==> src/rtl/pipe_ctrl_pkg.sv <==
// Shared CPU definitions for the pipeline controller:
// creg indices, exception codes, ctrl ops, modes and stall/flush vectors.
package pipe_ctrl_pkg;

  localparam int XLEN = 32;
  localparam int PCW  = 30;
  localparam int NIRQ = 8;
  localparam int CRAW = 5;

  typedef logic [CRAW-1:0] creg_addr_t;
  typedef logic [2:0]      exp_code_t;
  typedef logic [1:0]      ctrl_op_t;
  typedef logic [3:0]      pipe_vec_t;

  localparam creg_addr_t CR_STATUS     = 5'd0;
  localparam creg_addr_t CR_PRE_STATUS = 5'd1;
  localparam creg_addr_t CR_EPC        = 5'd2;
  localparam creg_addr_t CR_EXP_VECTOR = 5'd3;
  localparam creg_addr_t CR_CAUSE      = 5'd4;
  localparam creg_addr_t CR_INT_MASK   = 5'd5;
  localparam creg_addr_t CR_IRQ_PEND   = 5'd6;

  localparam exp_code_t EXP_NONE    = 3'd0;
  localparam exp_code_t EXP_INT     = 3'd0;
  localparam exp_code_t EXP_ILLEGAL = 3'd1;
  localparam exp_code_t EXP_TRAP    = 3'd2;
  localparam exp_code_t EXP_OVF     = 3'd3;
  localparam exp_code_t EXP_PRIV    = 3'd4;

  localparam ctrl_op_t CTRL_NOP  = 2'd0;
  localparam ctrl_op_t CTRL_WRCR = 2'd1;
  localparam ctrl_op_t CTRL_EXRT = 2'd2;

  localparam logic MODE_KERNEL = 1'b0;
  localparam logic MODE_USER   = 1'b1;

  localparam pipe_vec_t VEC_NONE   = 4'b0000;
  localparam pipe_vec_t VEC_ALL    = 4'b1111;
  localparam pipe_vec_t STALL_LOAD = 4'b0011;
  localparam pipe_vec_t FLUSH_BUBL = 4'b0100;

  localparam logic [NIRQ-1:0] INT_MASK_RST = 8'hFF;

  typedef enum logic {S_RUN, S_DRAIN} state_e;

  typedef struct packed {
    logic int_en;
    logic mode;
  } status_t;

  localparam status_t STATUS_RST  = '{int_en: 1'b0, mode: MODE_KERNEL};
  localparam status_t STATUS_TRAP = '{int_en: 1'b0, mode: MODE_KERNEL};

  function automatic logic [PCW-1:0] pc_prev(input logic [PCW-1:0] pc);
    return pc - PCW'(1);
  endfunction

  function automatic logic [XLEN-1:0] word2byte(input logic [PCW-1:0] w);
    return {w, 2'b00};
  endfunction

endpackage

==> src/rtl/pipe_ctrl_creg.sv <==
// Control register file; IRQ_PEND latches every cycle, set beats W1C.
// Trap entry/return and WRCR writes are gated by the controller.
module pipe_ctrl_creg
  import pipe_ctrl_pkg::*;
(
  input  logic             i_clk,
  input  logic             i_rst,
  input  logic [NIRQ-1:0]  i_irq,
  input  logic             i_we,
  input  creg_addr_t       i_wr_addr,
  input  logic [XLEN-1:0]  i_wr_data,
  input  logic             i_trap_we,
  input  logic [PCW-1:0]   i_trap_epc,
  input  exp_code_t        i_trap_cause,
  input  logic             i_exrt_we,
  input  creg_addr_t       i_rd_addr,
  output logic [XLEN-1:0]  o_rd_data,
  output status_t          o_status,
  output logic [PCW-1:0]   o_epc,
  output logic [PCW-1:0]   o_exp_vector,
  output logic [NIRQ-1:0]  o_irq_pend,
  output logic [NIRQ-1:0]  o_int_mask
);

  status_t          r_status;
  status_t          r_pre_status;
  logic [PCW-1:0]   r_epc;
  logic [PCW-1:0]   r_exp_vector;
  exp_code_t        r_cause;
  logic [NIRQ-1:0]  r_int_mask;
  logic [NIRQ-1:0]  r_irq_pend;
  logic [NIRQ-1:0]  w_pend_clr;

  assign w_pend_clr = (i_we && i_wr_addr == CR_IRQ_PEND)
                    ? i_wr_data[NIRQ-1:0] : '0;

  always_ff @(posedge i_clk or posedge i_rst) begin
    if (i_rst) begin
      r_status     <= STATUS_RST;
      r_pre_status <= STATUS_RST;
      r_epc        <= '0;
      r_exp_vector <= '0;
      r_cause      <= EXP_NONE;
      r_int_mask   <= INT_MASK_RST;
      r_irq_pend   <= '0;
    end else begin
      r_irq_pend <= (r_irq_pend & ~w_pend_clr) | i_irq;
      if (i_trap_we) begin
        r_pre_status <= r_status;
        r_status     <= STATUS_TRAP;
        r_epc        <= i_trap_epc;
        r_cause      <= i_trap_cause;
      end else if (i_exrt_we) begin
        r_status <= r_pre_status;
      end else if (i_we) begin
        case (i_wr_addr)
          CR_STATUS:     r_status     <= status_t'(i_wr_data[1:0]);
          CR_PRE_STATUS: r_pre_status <= status_t'(i_wr_data[1:0]);
          CR_EPC:        r_epc        <= i_wr_data[XLEN-1:2];
          CR_EXP_VECTOR: r_exp_vector <= i_wr_data[XLEN-1:2];
          CR_CAUSE:      r_cause      <= i_wr_data[2:0];
          CR_INT_MASK:   r_int_mask   <= i_wr_data[NIRQ-1:0];
          default: ;
        endcase
      end
    end
  end

  always_comb begin
    o_rd_data = '0;
    case (i_rd_addr)
      CR_STATUS:     o_rd_data = XLEN'(r_status);
      CR_PRE_STATUS: o_rd_data = XLEN'(r_pre_status);
      CR_EPC:        o_rd_data = word2byte(r_epc);
      CR_EXP_VECTOR: o_rd_data = word2byte(r_exp_vector);
      CR_CAUSE:      o_rd_data = XLEN'(r_cause);
      CR_INT_MASK:   o_rd_data = XLEN'(r_int_mask);
      CR_IRQ_PEND:   o_rd_data = XLEN'(r_irq_pend);
      default:       o_rd_data = '0;
    endcase
  end

  assign o_status     = r_status;
  assign o_epc        = r_epc;
  assign o_exp_vector = r_exp_vector;
  assign o_irq_pend   = r_irq_pend;
  assign o_int_mask   = r_int_mask;

endmodule

==> src/rtl/pipe_ctrl.sv <==
// Pipeline controller: stall/flush priority, trap entry/return and
// the RUN/DRAIN redirect FSM around the control register file.
module pipe_ctrl
  import pipe_ctrl_pkg::*;
(
  input  logic             clk,
  input  logic             reset,
  input  logic [NIRQ-1:0]  irq,
  input  logic             if_busy,
  input  logic             mem_busy,
  input  logic             ld_hazard,
  input  logic             mem_en,
  input  logic [PCW-1:0]   mem_pc,
  input  ctrl_op_t         mem_ctrl_op,
  input  exp_code_t        mem_exp_code,
  input  creg_addr_t       mem_dst_addr,
  input  logic [XLEN-1:0]  mem_out,
  input  creg_addr_t       creg_rd_addr,
  output logic [XLEN-1:0]  creg_rd_data,
  output logic             exe_mode,
  output pipe_vec_t        stall,
  output pipe_vec_t        flush,
  output logic [PCW-1:0]   new_pc
);

  state_e           r_state;
  state_e           w_state_nxt;
  status_t          w_status;
  logic [PCW-1:0]   w_epc;
  logic [PCW-1:0]   w_exp_vector;
  logic [NIRQ-1:0]  w_irq_pend;
  logic [NIRQ-1:0]  w_int_mask;
  logic             w_busy;
  logic             w_exc;
  logic             w_int_req;
  logic             w_wrcr;
  logic             w_exrt;
  logic             w_redirect;
  logic             w_trap_we;
  logic             w_exrt_we;
  logic             w_cr_we;
  exp_code_t        w_cause;

  assign w_busy = if_busy | mem_busy;
  assign w_exc  = mem_en && (mem_exp_code != EXP_NONE);
  assign w_wrcr = mem_en && (mem_ctrl_op == CTRL_WRCR);
  assign w_exrt = mem_en && (mem_ctrl_op == CTRL_EXRT);

  assign w_int_req = w_status.int_en
                   & (|(w_irq_pend & ~w_int_mask))
                   & mem_en
                   & (r_state == S_RUN);

  always_ff @(posedge clk or posedge reset) begin
    if (reset) r_state <= S_RUN;
    else       r_state <= w_state_nxt;
  end

  always_comb begin
    w_state_nxt = r_state;
    if (!w_busy) begin
      case (r_state)
        S_RUN:   if (w_redirect) w_state_nxt = S_DRAIN;
        S_DRAIN: w_state_nxt = S_RUN;
        default: w_state_nxt = S_RUN;
      endcase
    end
  end

  // Trap entry outranks WRCR/EXRT, which are then dropped for re-execution.
  always_comb begin
    stall      = VEC_NONE;
    flush      = VEC_NONE;
    new_pc     = '0;
    w_redirect = 1'b0;
    w_trap_we  = 1'b0;
    w_exrt_we  = 1'b0;
    w_cr_we    = 1'b0;
    w_cause    = EXP_NONE;
    priority case (1'b1)
      reset: ;
      w_busy: stall = VEC_ALL;
      w_exc: begin
        flush      = VEC_ALL;
        new_pc     = w_exp_vector;
        w_redirect = 1'b1;
        w_trap_we  = 1'b1;
        w_cause    = mem_exp_code;
      end
      w_int_req: begin
        flush      = VEC_ALL;
        new_pc     = w_exp_vector;
        w_redirect = 1'b1;
        w_trap_we  = 1'b1;
        w_cause    = EXP_INT;
      end
      w_exrt: begin
        flush      = VEC_ALL;
        new_pc     = w_epc;
        w_redirect = 1'b1;
        w_exrt_we  = 1'b1;
      end
      w_wrcr: begin
        flush      = VEC_ALL;
        new_pc     = mem_pc;
        w_redirect = 1'b1;
        w_cr_we    = 1'b1;
      end
      ld_hazard: begin
        stall = STALL_LOAD;
        flush = FLUSH_BUBL;
      end
      default: ;
    endcase
  end

  pipe_ctrl_creg u_creg (
    .i_clk        (clk),
    .i_rst        (reset),
    .i_irq        (irq),
    .i_we         (w_cr_we),
    .i_wr_addr    (mem_dst_addr),
    .i_wr_data    (mem_out),
    .i_trap_we    (w_trap_we),
    .i_trap_epc   (pc_prev(mem_pc)),
    .i_trap_cause (w_cause),
    .i_exrt_we    (w_exrt_we),
    .i_rd_addr    (creg_rd_addr),
    .o_rd_data    (creg_rd_data),
    .o_status     (w_status),
    .o_epc        (w_epc),
    .o_exp_vector (w_exp_vector),
    .o_irq_pend   (w_irq_pend),
    .o_int_mask   (w_int_mask)
  );

  assign exe_mode = w_status.mode;

endmodule

==> config.mk <==
export PLATFORM = sky130hd
export DESIGN_NAME = pipe_ctrl
export DESIGN_NICKNAME = d
export VERILOG_FILES = /design/src/rtl/pipe_ctrl_pkg.sv /design/src/rtl/pipe_ctrl_creg.sv /design/src/rtl/pipe_ctrl.sv
export SDC_FILE = /design/constraint.sdc
export NUM_CORES = 1
export LEC_CHECK = 0
export CORE_ASPECT_RATIO = 0.7
export CORE_UTILIZATION = 49
export CTS_BUF_LIST = sky130_fd_sc_hd__clkbuf_4 sky130_fd_sc_hd__clkbuf_8 sky130_fd_sc_hd__clkbuf_16
export DETAILED_ROUTE_END_ITERATION = 8
export PLACE_DENSITY_LB_ADDON = 0.08
export SLEW_MARGIN = 20
export SYNTH_ARGS = -nofsm -noshare
export SYNTH_HDL_FRONTEND = slang
export SYNTH_HIERARCHICAL = 1
export SYNTH_SLANG_ARGS = --single-unit
==> constraint.sdc <==
create_clock -name clk -period 3.9 [get_ports clk]
set_clock_uncertainty 0.05 [all_clocks]
set_input_delay 0.39 -clock clk [delete_from_list [all_inputs] [get_ports clk]]
set_output_delay 0.39 -clock clk [all_outputs]
set_load 0.005 [all_outputs]
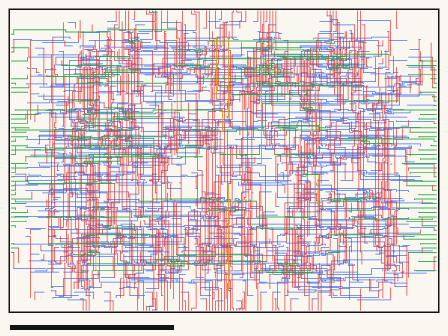
Fig. 1. Routed metal, one colour a layer (run 1).
Scale bar: 50 µm.
orange -> metal 4  # wire length 207 µm
green -> metal 3  # wire length 1870 µm
red -> metal 2  # wire length 8300 µm
blue -> metal 1  # wire length 7890 µm

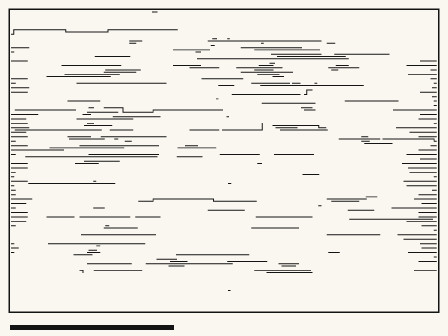
Fig. 2. The metal 3 layer (run 1).
Scale bar: 50 µm.
share of all routed wire = 10%
nets with wire on the layer = 168
wire length on this layer = 1870 µm
main direction = horizontal
longest straight run = 46.0 µm

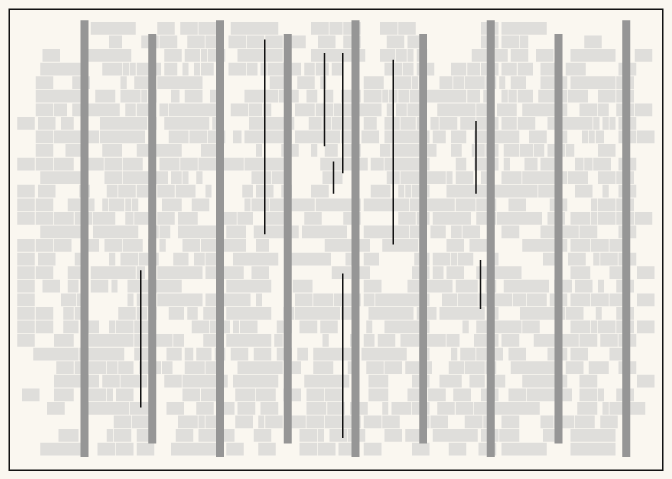
Fig. 3. M4 wires (run 1).
Supply wires on this layer in grey.
main direction = vertical
wire length on this layer = 207 µm
longest straight run = 38.8 µm

-- run 1: flip-flops by register name, summed over array words and instances (netlist names) --
signal               flops
u_creg/o_epc            30
u_creg/o_exp_vector     30
u_creg/o_int_mask        8
u_creg/o_irq_pend        8
u_creg/r_cause           3
u_creg/o_status          2
u_creg/r_pre_status      2
r_state                  1
-- run 1: per-layer routing --
metal	wire length, µm	global-route usage (%)
met5	0	0
met4	207	6.61
met2	8300	47.4
met3	1870	6.07
met1	7890	43.7
-- run 1: layout make-up --
type	count	area, µm²	area share, %
multi-input cells	397	3280	42.4
well taps	153	191	2.48
flip-flops and latches	84	2110	27.3
inverters	21	81.3	1.05
clock inverters	4	72.6	0.939
repair buffers	177	1740	22.5
clock buffers	12	254	3.28
==> flow_metrics.tcl, run 1 <==
# yosys + openroad results
set metrics [dict create \
    pg_comb_w 0.000585 \
    critPathTopFamily "simple AND/OR/NAND/NOR gates" \
    max_freq_mhz 276 \
    worst_hold_slack_ps 322 \
    cts-buffers-inserted 9 \
    number_of_inserted_filler_cells_in_the_final_layout 848 \
    p_clk_w 0.000934 \
    crit_path_start_kind "flip-flop" \
    post-route-worst-setup-slack_ps 279 \
    synth.ff_latch_count 84 \
    design.final.nets 782 \
    gate_power_share_pct 22.5 \
    synthesis_to_layout_area_growth_pct 36.2 \
    rsz0062_at_grt "false" \
    drt-total-wl_mm 18.3 \
    critical-path-max-stage-delay_ps 550 \
    cts.repair_timing.setup_buffer_count 0 \
    worstSetupPathDepth 8 \
    static-leakage-power_nw 3.36 \
    drive_gt1_share_pct 19.7 \
    avgSynthCellArea_um2 10.3 \
    die_w_um 131 \
    num_antenna_cells 0 \
    initial_utilization_pct 51.0 \
    synthDistinctLibCells 52 \
    netlist.top_cell.by_instances "sky130_fd_sc_hd__dfrtp_1" \
    max_cap_viol_count 0 \
    data_arrival_critical_path_ps 3790 \
    yosys-stat-cells 551 \
    detail_route.first_pass.iterations 5 \
    clock_tree.root_cell "sky130_fd_sc_hd__clkbuf_16" \
    drt-wirelength-per-cell_um 21.5 \
    critPathCaptureType "flip-flop" \
    critical_path_buf_inv_count 1 \
    r2r_slack_ps 280 \
    finish.utilization_pct 69.5 \
    drtIter0Drc 581 \
    stdcell_area_um2 7730 \
    worst_slack_placed_ps 114 \
    io_buffer_count 161 \
    switchingPower_w 0.000720 \
    timing.setup.critical_path_class "flip-flop to flip-flop" \
    synth.top_cells.by_area "sky130_fd_sc_hd__dfrtp_1 (33%), sky130_fd_sc_hd__a221o_1 (11%), sky130_fd_sc_hd__mux2_2 (7.9%), sky130_fd_sc_hd__mux2i_1 (6.5%), sky130_fd_sc_hd__o221a_2 (5.9%)" \
    rows 32 \
    run_status "complete, no violations" \
    setup-violations-final 0 \
    coreArea_um2 11100 \
    synthTopCellsByCount "sky130_fd_sc_hd__dfrtp_1 (76), sky130_fd_sc_hd__a221o_1 (63), sky130_fd_sc_hd__nor2_1 (54)" \
    slew_headroom_pct 35.2 \
    cts_resized 0 \
    timing_hold_violations_final 0 \
    xor_area_share_pct 3.86 \
    power.clock.fraction_pct 35.9 \
    yosys_most_used_dff "sky130_fd_sc_hd__dfrtp_1" \
    cts_max_level 3 \
    die_h_um 92.1 \
    rr_startpoint "u_creg/o_int_mask[6]" \
    asyncSetResetFlopFracSynth_pct 100 \
    synth_area_leader_cell "sky130_fd_sc_hd__dfrtp_1" \
    route.vias.total 5481 \
    number_of_enable_type_register_cells_in_the_synthesized_netlist 0 \
    dp.cells 831 \
    yosysWarningCount 6 \
    timing.critical_path.fanout_max 30 \
    setup-tns-final_ps 0 \
    drv_slew 0 \
    tool_warnings 26 \
    number_of_primary_i_o_pins 162 \
    number_of_antenna_violations_at_the_first_check_in_global_routing 0 \
    grt_usage_pct 30.5 \
    report.power.total_w 0.00260 \
    holdBufCountCts 0 \
    grt_overflow 0 \
    mux_area_share_pct 14.5 \
    powerSeq_w 0.00108 \
    detailedPlacementHpwl_mm 12.1 \
    power_leader "registers" \
    antenna_left 0 \
    cts_sinks 84 \
    finalWorstPathRequiredPeriod_ps 3620 \
    grt_pass1_vias 5255 \
    cp.required_ps 4070 \
    placed_standard_cell_area_um2 7400 \
    grt_first_pass_wirelength_mm 28.1 \
    reg2reg_depth 8 \
    clk-insertion-delay-late_ps 340 \
    sw_frac_of_total_pct 27.6 \
    final_common_cell "sky130_fd_sc_hd__clkdlybuf4s50_1" \
    rr_endpoint "u_creg/o_epc[8]" \
    avgViaCountPerCell 6.46 \
    ys_chip_area_um2 5680 \
    final_layout_top_logic_cells "sky130_fd_sc_hd__clkdlybuf4s50_1 (160), sky130_fd_sc_hd__dfrtp_1 (76), sky130_fd_sc_hd__a221o_1 (63)" \
    cts_tree "yes" \
    pwr-share-seq_pct 41.7 \
    synth_instances 551 \
]
==> inputs of run 2 (changes only) <==
--- a/config.mk
+++ b/config.mk
@@ -9,7 +9,7 @@
 export CORE_UTILIZATION = 49
 export CTS_BUF_LIST = sky130_fd_sc_hd__clkbuf_4 sky130_fd_sc_hd__clkbuf_8 sky130_fd_sc_hd__clkbuf_16
 export DETAILED_ROUTE_END_ITERATION = 8
-export PLACE_DENSITY_LB_ADDON = 0.08
+export PLACE_DENSITY = 0.82
 export SLEW_MARGIN = 20
 export SYNTH_ARGS = -nofsm -noshare
 export SYNTH_HDL_FRONTEND = slang
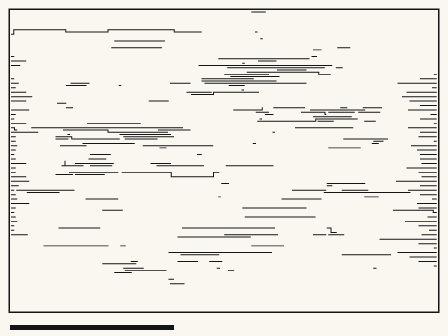
Fig. 4. The metal 3 layer (run 2).
Scale bar: 50 µm.
longest straight run = 46.0 µm
main direction = horizontal
nets with wire on the layer = 168
share of all routed wire = 9.0%
wire length on this layer = 1660 µm

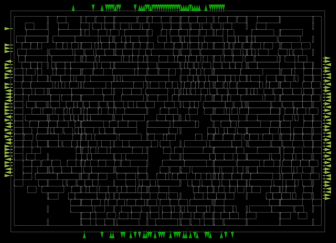
Fig. 5. Cell placement (run 2).
number of placement rows: 32
# Taps: 153
flip-flop and latch count: 84
fin util: 69.4%
area of the core: 11100 µm²

==> flow_metrics.tcl, run 2 <==
# yosys + openroad results
set metrics [dict create \
    run_status "complete, no violations" \
    slew_headroom_pct 24.9 \
    detail_route.first_pass.iterations 8 \
    critPathTopFamily "AND-OR/OR-AND gates" \
    power.clock.fraction_pct 35.3 \
    drv_slew 0 \
    design.final.nets 785 \
    powerSeq_w 0.00109 \
    r2r_slack_ps 600 \
    groute.layer.met3.usage_pct 6.83 \
    sw_frac_of_total_pct 27.8 \
    avgSynthCellArea_um2 10.3 \
    synth_area_leader_cell "sky130_fd_sc_hd__dfrtp_1" \
    worst_slack_placed_ps 536 \
    cts_max_level 3 \
    number_of_enable_type_register_cells_in_the_synthesized_netlist 0 \
    worstSetupPathDepth 9 \
    stdcell_area_um2 7720 \
    avgViaCountPerCell 6.50 \
    max_cap_viol_count 0 \
    data_arrival_critical_path_ps 3520 \
    yosys-stat-cells 551 \
    xor_area_share_pct 3.86 \
    report.power.total_w 0.00259 \
    endpoint "u_creg/o_epc[4]" \
    pwr-share-seq_pct 42.0 \
    gate_power_share_pct 22.7 \
    number_of_primary_i_o_pins 162 \
    drt-wirelength-per-cell_um 21.8 \
    synthesis_to_layout_area_growth_pct 36.0 \
    yosysWarningCount 6 \
    setup-tns-final_ps 0 \
    route.vias.total 5523 \
    final-comb-area_um2 3270 \
    rsz0062_at_grt "false" \
    cp.required_ps 4120 \
    gr-usage-met1_pct 45.4 \
    worst_hold_slack_ps 309 \
    crit_path_start_kind "flip-flop" \
    cts.repair_timing.setup_buffer_count 0 \
    synth.net_count 643 \
    grt_usage_pct 31.8 \
    cts-root-to-sink-buffers 2 \
    setup-violations-final 0 \
    drt-total-wl_mm 18.5 \
    synth.top_cells.by_area "sky130_fd_sc_hd__dfrtp_1 (33%), sky130_fd_sc_hd__a221o_1 (11%), sky130_fd_sc_hd__mux2_2 (7.9%), sky130_fd_sc_hd__mux2i_1 (6.5%), sky130_fd_sc_hd__o221a_2 (5.9%)" \
    die_w_um 131 \
    final_common_cell "sky130_fd_sc_hd__clkdlybuf4s50_1" \
    drtIter0Drc 586 \
    timing.setup.critical_path_class "flip-flop to flip-flop" \
    cts-buffers-inserted 9 \
    netlist.top_cell.by_instances "sky130_fd_sc_hd__dfrtp_1" \
    synthTopCellsByCount "sky130_fd_sc_hd__dfrtp_1 (76), sky130_fd_sc_hd__a221o_1 (63), sky130_fd_sc_hd__nor2_1 (54)" \
    clock_tree.root_cell "sky130_fd_sc_hd__clkbuf_16" \
    io_buffer_count 161 \
    grt_pass1_vias 5368 \
    timing.critical_path.fanout_max 21 \
    p_int_w 0.00187 \
    grt_first_pass_wirelength_mm 28.9 \
    detailedPlacementHpwl_mm 12.7 \
    register_cell_area_after_layout_um2 2110 \
    ys_chip_area_um2 5680 \
    cts_resized 0 \
    tool_warnings 26 \
    grt_met2_usage_pct 48.2 \
    drive_gt1_share_pct 19.8 \
    synth.ff_latch_count 84 \
    final_layout_top_logic_cells "sky130_fd_sc_hd__clkdlybuf4s50_1 (160), sky130_fd_sc_hd__dfrtp_1 (76), sky130_fd_sc_hd__a221o_1 (63)" \
    post-route-worst-setup-slack_ps 602 \
    die-area_um2 12000 \
    power_leader "registers" \
    number_of_antenna_violations_at_the_first_check_in_global_routing 0 \
    holdBufCountCts 0 \
    num_antenna_cells 0 \
    asyncSetResetFlopFracSynth_pct 100 \
    rr_endpoint "u_creg/o_epc[4]" \
    worstMarginPinSlew_ps 1130 \
    synthDistinctLibCells 52 \
    cts_sinks 84 \
    critical-path-max-stage-delay_ps 850 \
    mux_area_share_pct 14.5 \
    initial_utilization_pct 51.0 \
    cpMaxStageDelayCell "sky130_fd_sc_hd__a21oi_2" \
    grt_most_used_layer "met2" \
    die_h_um 92.1 \
    clk-insertion-delay-late_ps 340 \
    pg_comb_w 0.000588 \
    antenna_left 0 \
    number_of_inserted_filler_cells_in_the_final_layout 850 \
    timing_hold_violations_final 0 \
    dp.cells 835 \
    static-leakage-power_nw 3.37 \
]
run 2: cell counts after synthesis:
No cell type changed its count.
run 2: logic make-up after synthesis:
logic type               after synthesis
AND-OR/OR-AND                        139
multiplexers                          77
XOR/XNOR                              25
flip-flops                            84
AND/OR/NAND/NOR                      154
buffers and inverters                 71
adder cells (fa/ha/maj)                1
run 2: layout make-up:
class	count	area share (%)
Tap cell	153	2.48
Sequential cell	84	27.3
Timing Repair Buffer	181	22.7
Multi-Input combinational cell	396	42.3
Inverter	21	1.04
Clock inverter	3	0.842
Clock buffer	12	3.21
run 2: layer usage:
| layer | part of all wire [%] | vias up |
|---|---|---|
| met5 | 0 | - |
| met4 | 1.5 | 0 |
| met3 | 9.0 | 30 |
| met2 | 46 | 321 |
| met1 | 44 | 2762 |
| li1 | - | 2410 |
Power and IR drop assume default switching activity.
